### src/rtl/multicycle_sequencer_pkg.sv
// Shared encodings for the multi-cycle RV32I control path: FSM states, opcodes,
// datapath mux selects, instruction classes and fault causes.
package multicycle_sequencer_pkg;

   typedef enum logic [2:0] {
      ST_FETCH     = 3'd0,
      ST_DECODE    = 3'd1,
      ST_EXECUTE   = 3'd2,
      ST_MEMORY    = 3'd3,
      ST_WRITEBACK = 3'd4,
      ST_HALT      = 3'd5,
      ST_FAULT     = 3'd6
   } state_e;

   localparam logic [6:0] OPC_LOAD   = 7'b0000011;
   localparam logic [6:0] OPC_STORE  = 7'b0100011;
   localparam logic [6:0] OPC_OP     = 7'b0110011;
   localparam logic [6:0] OPC_OP_IMM = 7'b0010011;
   localparam logic [6:0] OPC_BRANCH = 7'b1100011;
   localparam logic [6:0] OPC_JAL    = 7'b1101111;
   localparam logic [6:0] OPC_JALR   = 7'b1100111;
   localparam logic [6:0] OPC_LUI    = 7'b0110111;
   localparam logic [6:0] OPC_AUIPC  = 7'b0010111;
   localparam logic [6:0] OPC_SYSTEM = 7'b1110011;

   // Select encodings are shared with the datapath muxes; do not renumber.
   localparam logic [1:0] PC_SRC_4   = 2'd0;
   localparam logic [1:0] PC_SRC_IMM = 2'd1;
   localparam logic [1:0] PC_SRC_ALU = 2'd2;

   localparam logic [1:0] ORIG_MEM = 2'd0;
   localparam logic [1:0] ORIG_ALU = 2'd1;
   localparam logic [1:0] ORIG_PC4 = 2'd2;

   typedef enum logic [1:0] {
      CAUSE_NONE    = 2'd0,
      CAUSE_ILLEGAL = 2'd1,
      CAUSE_TIMEOUT = 2'd2
   } fault_cause_e;

   typedef enum logic [3:0] {
      CLS_ILLEGAL,
      CLS_LOAD,
      CLS_STORE,
      CLS_OP,
      CLS_OP_IMM,
      CLS_BRANCH,
      CLS_JAL,
      CLS_JALR,
      CLS_LUI,
      CLS_AUIPC,
      CLS_SYSTEM
   } op_class_e;

   function automatic logic is_mem_class(input op_class_e cls);
      return (cls == CLS_LOAD) || (cls == CLS_STORE);
   endfunction

endpackage

### src/rtl/multicycle_sequencer_opcode_class.sv
// Combinational opcode -> instruction-class decoder, also usable by datapath control.
module multicycle_sequencer_opcode_class
   import multicycle_sequencer_pkg::*;
(
   input  logic [6:0] opcode_i,
   output op_class_e  class_o,
   output logic       legal_o
);

   // NOTE: every output gets a default before the case, so no path can infer a latch.
   always_comb begin
      class_o = CLS_ILLEGAL;
      unique case (opcode_i)
         OPC_LOAD:   class_o = CLS_LOAD;
         OPC_STORE:  class_o = CLS_STORE;
         OPC_OP:     class_o = CLS_OP;
         OPC_OP_IMM: class_o = CLS_OP_IMM;
         OPC_BRANCH: class_o = CLS_BRANCH;
         OPC_JAL:    class_o = CLS_JAL;
         OPC_JALR:   class_o = CLS_JALR;
         OPC_LUI:    class_o = CLS_LUI;
         OPC_AUIPC:  class_o = CLS_AUIPC;
         OPC_SYSTEM: class_o = CLS_SYSTEM;
         default:    class_o = CLS_ILLEGAL;
      endcase
   end

   assign legal_o = (class_o != CLS_ILLEGAL);

endmodule

### src/rtl/multicycle_sequencer.sv
// Multi-cycle control FSM for an RV32I datapath sharing one memory port between
// instruction fetch and load/store, with memory timeout and retired-instruction count.
module multicycle_sequencer
   import multicycle_sequencer_pkg::*;
#(
   parameter int unsigned MEM_TIMEOUT = 15
) (
   input  logic        clock,
   input  logic        reset,
   input  logic [6:0]  opcode,
   input  logic        branch_taken,
   input  logic        mem_ready,
   output logic        mem_req,
   output logic        mem_we,
   output logic        mem_sel_data,
   output logic        ir_write,
   output logic        pc_write,
   output logic [1:0]  pc_src,
   output logic        reg_write,
   output logic [1:0]  wd_src,
   output logic        retire,
   output logic [31:0] instret,
   output logic        halted,
   output logic        fault,
   output logic [1:0]  fault_cause
);

   localparam int WAIT_W = (MEM_TIMEOUT < 2) ? 1 : $clog2(MEM_TIMEOUT + 1);
   localparam logic [WAIT_W-1:0] WAIT_MAX = WAIT_W'(MEM_TIMEOUT);

   state_e             state_q, state_d;
   op_class_e          class_q, class_d;
   fault_cause_e       cause_q, cause_d;
   logic [WAIT_W-1:0]  wait_q, wait_d;
   logic [31:0]        instret_q, instret_d;

   op_class_e          dec_class;
   logic               dec_legal;
   logic               timeout_hit;

   multicycle_sequencer_opcode_class u_opcode_class (
      .opcode_i (opcode),
      .class_o  (dec_class),
      .legal_o  (dec_legal)
   );

   // A timeout of zero never fires; the counter then stays pinned at zero.
   assign timeout_hit = (MEM_TIMEOUT != 0) && (wait_q == WAIT_MAX);

   always_comb begin
      state_d      = state_q;
      class_d      = class_q;
      cause_d      = cause_q;
      mem_req      = 1'b0;
      mem_we       = 1'b0;
      mem_sel_data = 1'b0;
      ir_write     = 1'b0;
      pc_write     = 1'b0;
      pc_src       = PC_SRC_4;
      reg_write    = 1'b0;
      wd_src       = ORIG_ALU;
      retire       = 1'b0;

      unique case (state_q)
         ST_FETCH: begin
            mem_req = 1'b1;
            if (mem_ready) begin
               ir_write = 1'b1;
               state_d  = ST_DECODE;
            end else if (timeout_hit) begin
               state_d = ST_FAULT;
               cause_d = CAUSE_TIMEOUT;
            end
         end
         ST_DECODE: begin
            class_d = dec_class;
            if (dec_class == CLS_SYSTEM) begin
               state_d = ST_HALT;
            end else if (dec_legal) begin
               state_d = ST_EXECUTE;
            end else begin
               state_d = ST_FAULT;
               cause_d = CAUSE_ILLEGAL;
            end
         end
         ST_EXECUTE: begin
            if (class_q == CLS_BRANCH) begin
               pc_write = 1'b1;
               pc_src   = branch_taken ? PC_SRC_IMM : PC_SRC_4;
               retire   = 1'b1;
               state_d  = ST_FETCH;
            end else if (is_mem_class(class_q)) begin
               state_d = ST_MEMORY;
            end else begin
               state_d = ST_WRITEBACK;
            end
         end
         ST_MEMORY: begin
            mem_req      = 1'b1;
            mem_sel_data = 1'b1;
            mem_we       = (class_q == CLS_STORE);
            if (mem_ready) begin
               if (class_q == CLS_STORE) begin
                  pc_write = 1'b1;
                  retire   = 1'b1;
                  state_d  = ST_FETCH;
               end else begin
                  state_d = ST_WRITEBACK;
               end
            end else if (timeout_hit) begin
               state_d = ST_FAULT;
               cause_d = CAUSE_TIMEOUT;
            end
         end
         ST_WRITEBACK: begin
            reg_write = 1'b1;
            pc_write  = 1'b1;
            retire    = 1'b1;
            state_d   = ST_FETCH;
            unique case (class_q)
               CLS_LOAD:          wd_src = ORIG_MEM;
               CLS_JAL, CLS_JALR: wd_src = ORIG_PC4;
               default:           wd_src = ORIG_ALU;
            endcase
            unique case (class_q)
               CLS_JAL:  pc_src = PC_SRC_IMM;
               CLS_JALR: pc_src = PC_SRC_ALU;
               default:  pc_src = PC_SRC_4;
            endcase
         end
         default: ;
      endcase

      // Reset dominates the handshake: nothing is written or retired this cycle.
      if (reset) begin
         mem_req      = 1'b0;
         mem_we       = 1'b0;
         mem_sel_data = 1'b0;
         ir_write     = 1'b0;
         pc_write     = 1'b0;
         reg_write    = 1'b0;
         retire       = 1'b0;
      end
   end

   always_comb begin
      wait_d = wait_q;
      if (state_d != state_q) begin
         wait_d = '0;
      end else if (mem_req && !mem_ready && (wait_q != WAIT_MAX)) begin
         wait_d = wait_q + 1'b1;
      end
   end

   assign instret_d = instret_q + {31'd0, retire};

   // NOTE: non-blocking assignments so every register samples the pre-edge values.
   always_ff @(posedge clock) begin
      if (reset) begin
         state_q   <= ST_FETCH;
         class_q   <= CLS_ILLEGAL;
         cause_q   <= CAUSE_NONE;
         wait_q    <= '0;
         instret_q <= '0;
      end else begin
         state_q   <= state_d;
         class_q   <= class_d;
         cause_q   <= cause_d;
         wait_q    <= wait_d;
         instret_q <= instret_d;
      end
   end

   assign instret     = instret_q;
   assign halted      = (state_q == ST_HALT);
   assign fault       = (state_q == ST_FAULT);
   assign fault_cause = cause_q;

endmodule
### config.mk
export PLATFORM = sky130hd
export DESIGN_NAME = multicycle_sequencer
export DESIGN_NICKNAME = d
export VERILOG_FILES = /design/src/rtl/multicycle_sequencer_pkg.sv /design/src/rtl/multicycle_sequencer_opcode_class.sv /design/src/rtl/multicycle_sequencer.sv
export SDC_FILE = /design/constraint.sdc
export NUM_CORES = 1
export LEC_CHECK = 0
export ABC_CLOCK_PERIOD_IN_PS = 7400
export CAP_MARGIN = 40
export CELL_PAD_IN_SITES_DETAIL_PLACEMENT = 1
export CELL_PAD_IN_SITES_GLOBAL_PLACEMENT = 1
export CORE_MARGIN = 1.5
export CORE_UTILIZATION = 39
export CTS_CLUSTER_SIZE = 16
export DETAILED_ROUTE_END_ITERATION = 6
export PLACE_DENSITY_LB_ADDON = 0.1
export SYNTH_ARGS = -nofsm -noshare
export SYNTH_HDL_FRONTEND = slang
export SYNTH_SLANG_ARGS = --single-unit
export TNS_END_PERCENT = 20
### constraint.sdc
create_clock -name clock -period 7.4 [get_ports clock]
set_clock_uncertainty 0.2 [all_clocks]
set_input_delay 1.11 -clock clock [delete_from_list [all_inputs] [get_ports clock]]
set_output_delay 1.11 -clock clock [all_outputs]
set_load 0.01 [all_outputs]
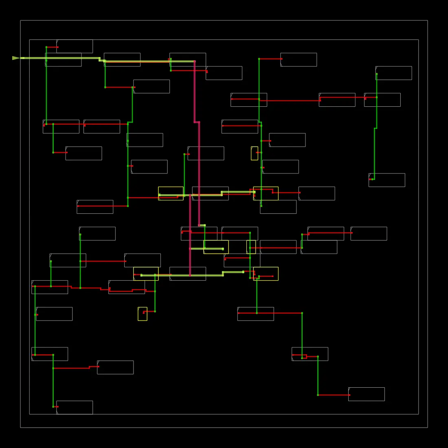
Figure 1: clock wiring as the flow saved it.
TritonCTS Buffers: 5
clock buf count: 6
clk pwr: 0.149 mW
Flop Count: 45
CTS sink cnt: 45

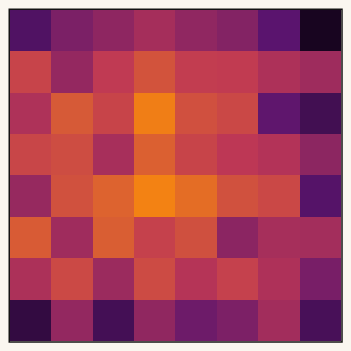
Figure 2: cell density map.
Drawn at 4 px/µm. The die is cut into 8 by 8 equal tiles; black is low, pale yellow is high, 0 to 100% covered.
The mean over all tiles is 45%. The emptiest ninth of the die: north-east. The fullest tile reaches 72%. The densest ninth of the die: center.
Util after Layout: 52.7%
core box area: 6030 µm²
Pre-Place Util: 41.2%

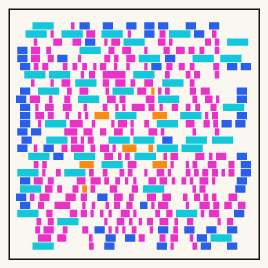
Figure 3: cell classes on the final placement.
Drawn at 3 px/µm.
Cyan is sequential cells, cells 45, share of their area 29%. Blue is remaining buffers and delay cells, cells 58, share of their area 19%. Orange is clock drivers and dummy loads, cells 8, share of their area 2.7%. Magenta is combinational and other logic, cells 251, share of their area 49%.
design area: 3180 µm²
Cell Rows: 28
flop share of the area: 28.4%

==> Changelog: implementation <==
## Implementation

* Share of cells above drive strength 1 at under 10%
* Pint at roughly 0.39 mW
* Pin count of the biggest net entering global routing at 44
* Setup TNS Final at 0 ns
* Total power at just over 0.6 mW
* Hold Crit Depth at 2
* Wire length per cell at 15.6 µm
* Clk latency late pin at roughly 0.3 ns
* Cell area after placement at between 3000 and 4000 µm²
* CP top delay family: buffers and inverters
* Ys flop type: dfxtp_1
* CP max FO at 10
* Fillers at 758
* Setup crit end kind: primary output
* CTS tree: built
* Worst Hold Launch: fault_cause[1]$_SDFFE_PP0P_
* FF+latch count, synth at approximately 45
* Status: finished clean
* Area of the multi-input gates at 1490 µm²
* First-pass iteration count of the detailed router at 4
* Reg2reg start: state_q[1]$_SDFF_PP0_
* Tool warnings at 26
* Clk pwr share at 24.5%
* Synth Net Count at 325
* Post-CTS Setup Bufs at 0
* Number of max-cap violations at 0
* Total GRT Usage at approximately a fifth
* Avg Synthesized Cell Area at roughly 8 µm²
* Mapped Cells at between 300 and 400
* CTS Hold Bufs at 0
* Number of distinct library cells after synthesis at 49
* Psw at approximately 0.22 mW
## cells in the final DEF, fill, tap and decap left out, types with 2 or more instances in the layout
| cell | n |
|---|---|
| and4_1 | 3 |
| ha_1 | 3 |
| nor3b_1 | 2 |
| nand3_1 | 18 |
| inv_1 | 7 |
| clkdlybuf4s50_1 | 57 |
| nor2b_1 | 6 |
| nand4_2 | 2 |
| mux2i_1 | 4 |
| o21ai_0 | 12 |
| nand2b_1 | 8 |
| xor2_1 | 20 |
| nand2_1 | 23 |
| clkbuf_8 | 5 |
| xnor2_1 | 7 |
| dfxtp_1 | 45 |
| nor2_1 | 44 |
| and2_1 | 2 |
| or3_1 | 8 |
| nor3_1 | 11 |
| o22a_1 | 2 |
| clkinv_2 | 2 |
| nor4_1 | 5 |
| nand4b_1 | 2 |
| a21oi_1 | 14 |
| nand4_1 | 12 |
| nand3b_1 | 6 |
| o22ai_1 | 2 |
| a31oi_1 | 2 |
| o32a_1 | 2 |
| and3_1 | 6 |
## layout make-up
type                       count  share of cell area [%]
sequential                    45                    28.4
clock inverter                 2                   0.315
clock buffer                   6                    2.29
multi-input combinational    243                    46.9
inverter                       8                   0.946
timing repair buffer          58                    18.2
tap                           75                    2.96
## kinds of logic (layout without fill, tap and decap cells)
kind of cell,count (synthesis),count (layout),synth area share [%]
and+or+nand+nor,167,167,36.9
DFF,45,45,36.3
AOI/OAI and AO/OA,42,42,10.4
xor gates and xnor gates,27,27,9.52
buffers and inverters,23,74,3.73
muxes,4,4,1.61
adders and majority gates,3,3,1.51
## metal layers
metal | GRT usage, % | part of all wire [%] | up-vias
met1 | 28.3 | 52 | 1150
met3 | 3.78 | 4.1 | 5
met4 | 3.18 | 0.73 | 0
li1 | - | - | 1201
met2 | 30.2 | 43 | 44
met5 | 0 | 0 | -
## power groups by stage
stage                     sequential, mW  combinational, mW  clock [mW]
after floorplan                    0.267              0.133           0
after global placement             0.293              0.169           0
after detailed placement           0.293              0.171           0
after CTS                          0.288              0.173       0.155
after global routing               0.293              0.190       0.164
final                              0.288              0.173       0.149
## worst reg2reg max path: stages (launching register included)
cell      delay, ns
dfxtp_1        0.70
nand2b_1       0.15
nor4_1         0.51
a21oi_1        0.08
o32a_1         0.21
nor2_1         0.19
ha_1           0.24
ha_1           0.20
and3_1         0.23
and4_1         0.50
nand3_1        0.14
or3_1          0.36
a21oi_1        0.15
## Yosys cell counts, types with 5 or more instances
master    instances  area share [%]
nor2_1           44             6.6
nor2b_1           6             1.5
nand3b_1          6             1.8
nand3_1          18             3.6
clkbuf_1         12             1.8
nor4_1            5             1.3
nand2b_1          8             2.0
a21oi_1          14             2.8
o21ai_0          12             2.4
and3_1            6             1.5
nor3_1           11             2.2
nand2_1          23             3.5
xnor2_1           7             2.5
nand4_1          12             3.0
xor2_1           20             7.1
inv_1             7             1.1
or3_1             8             2.0
dfxtp_1          45              36
## stage by stage
step	utilization, %	instances	hold slack (ns)
after floorplan	-	311	0.289
after global placement	51.3	429	0.266
after detailed placement	51.3	429	0.295
after CTS	52.7	437	0.310
after global routing	52.7	437	0.331
final	52.7	437	0.307
## flip-flops by register name, summed over array words and instances, names as in the netlist
register,count
fault_cause,2
class_q,4
state_q,3
wait_q,4
instret,32
No activity file was given, so power comes from the tool's default toggle rates.
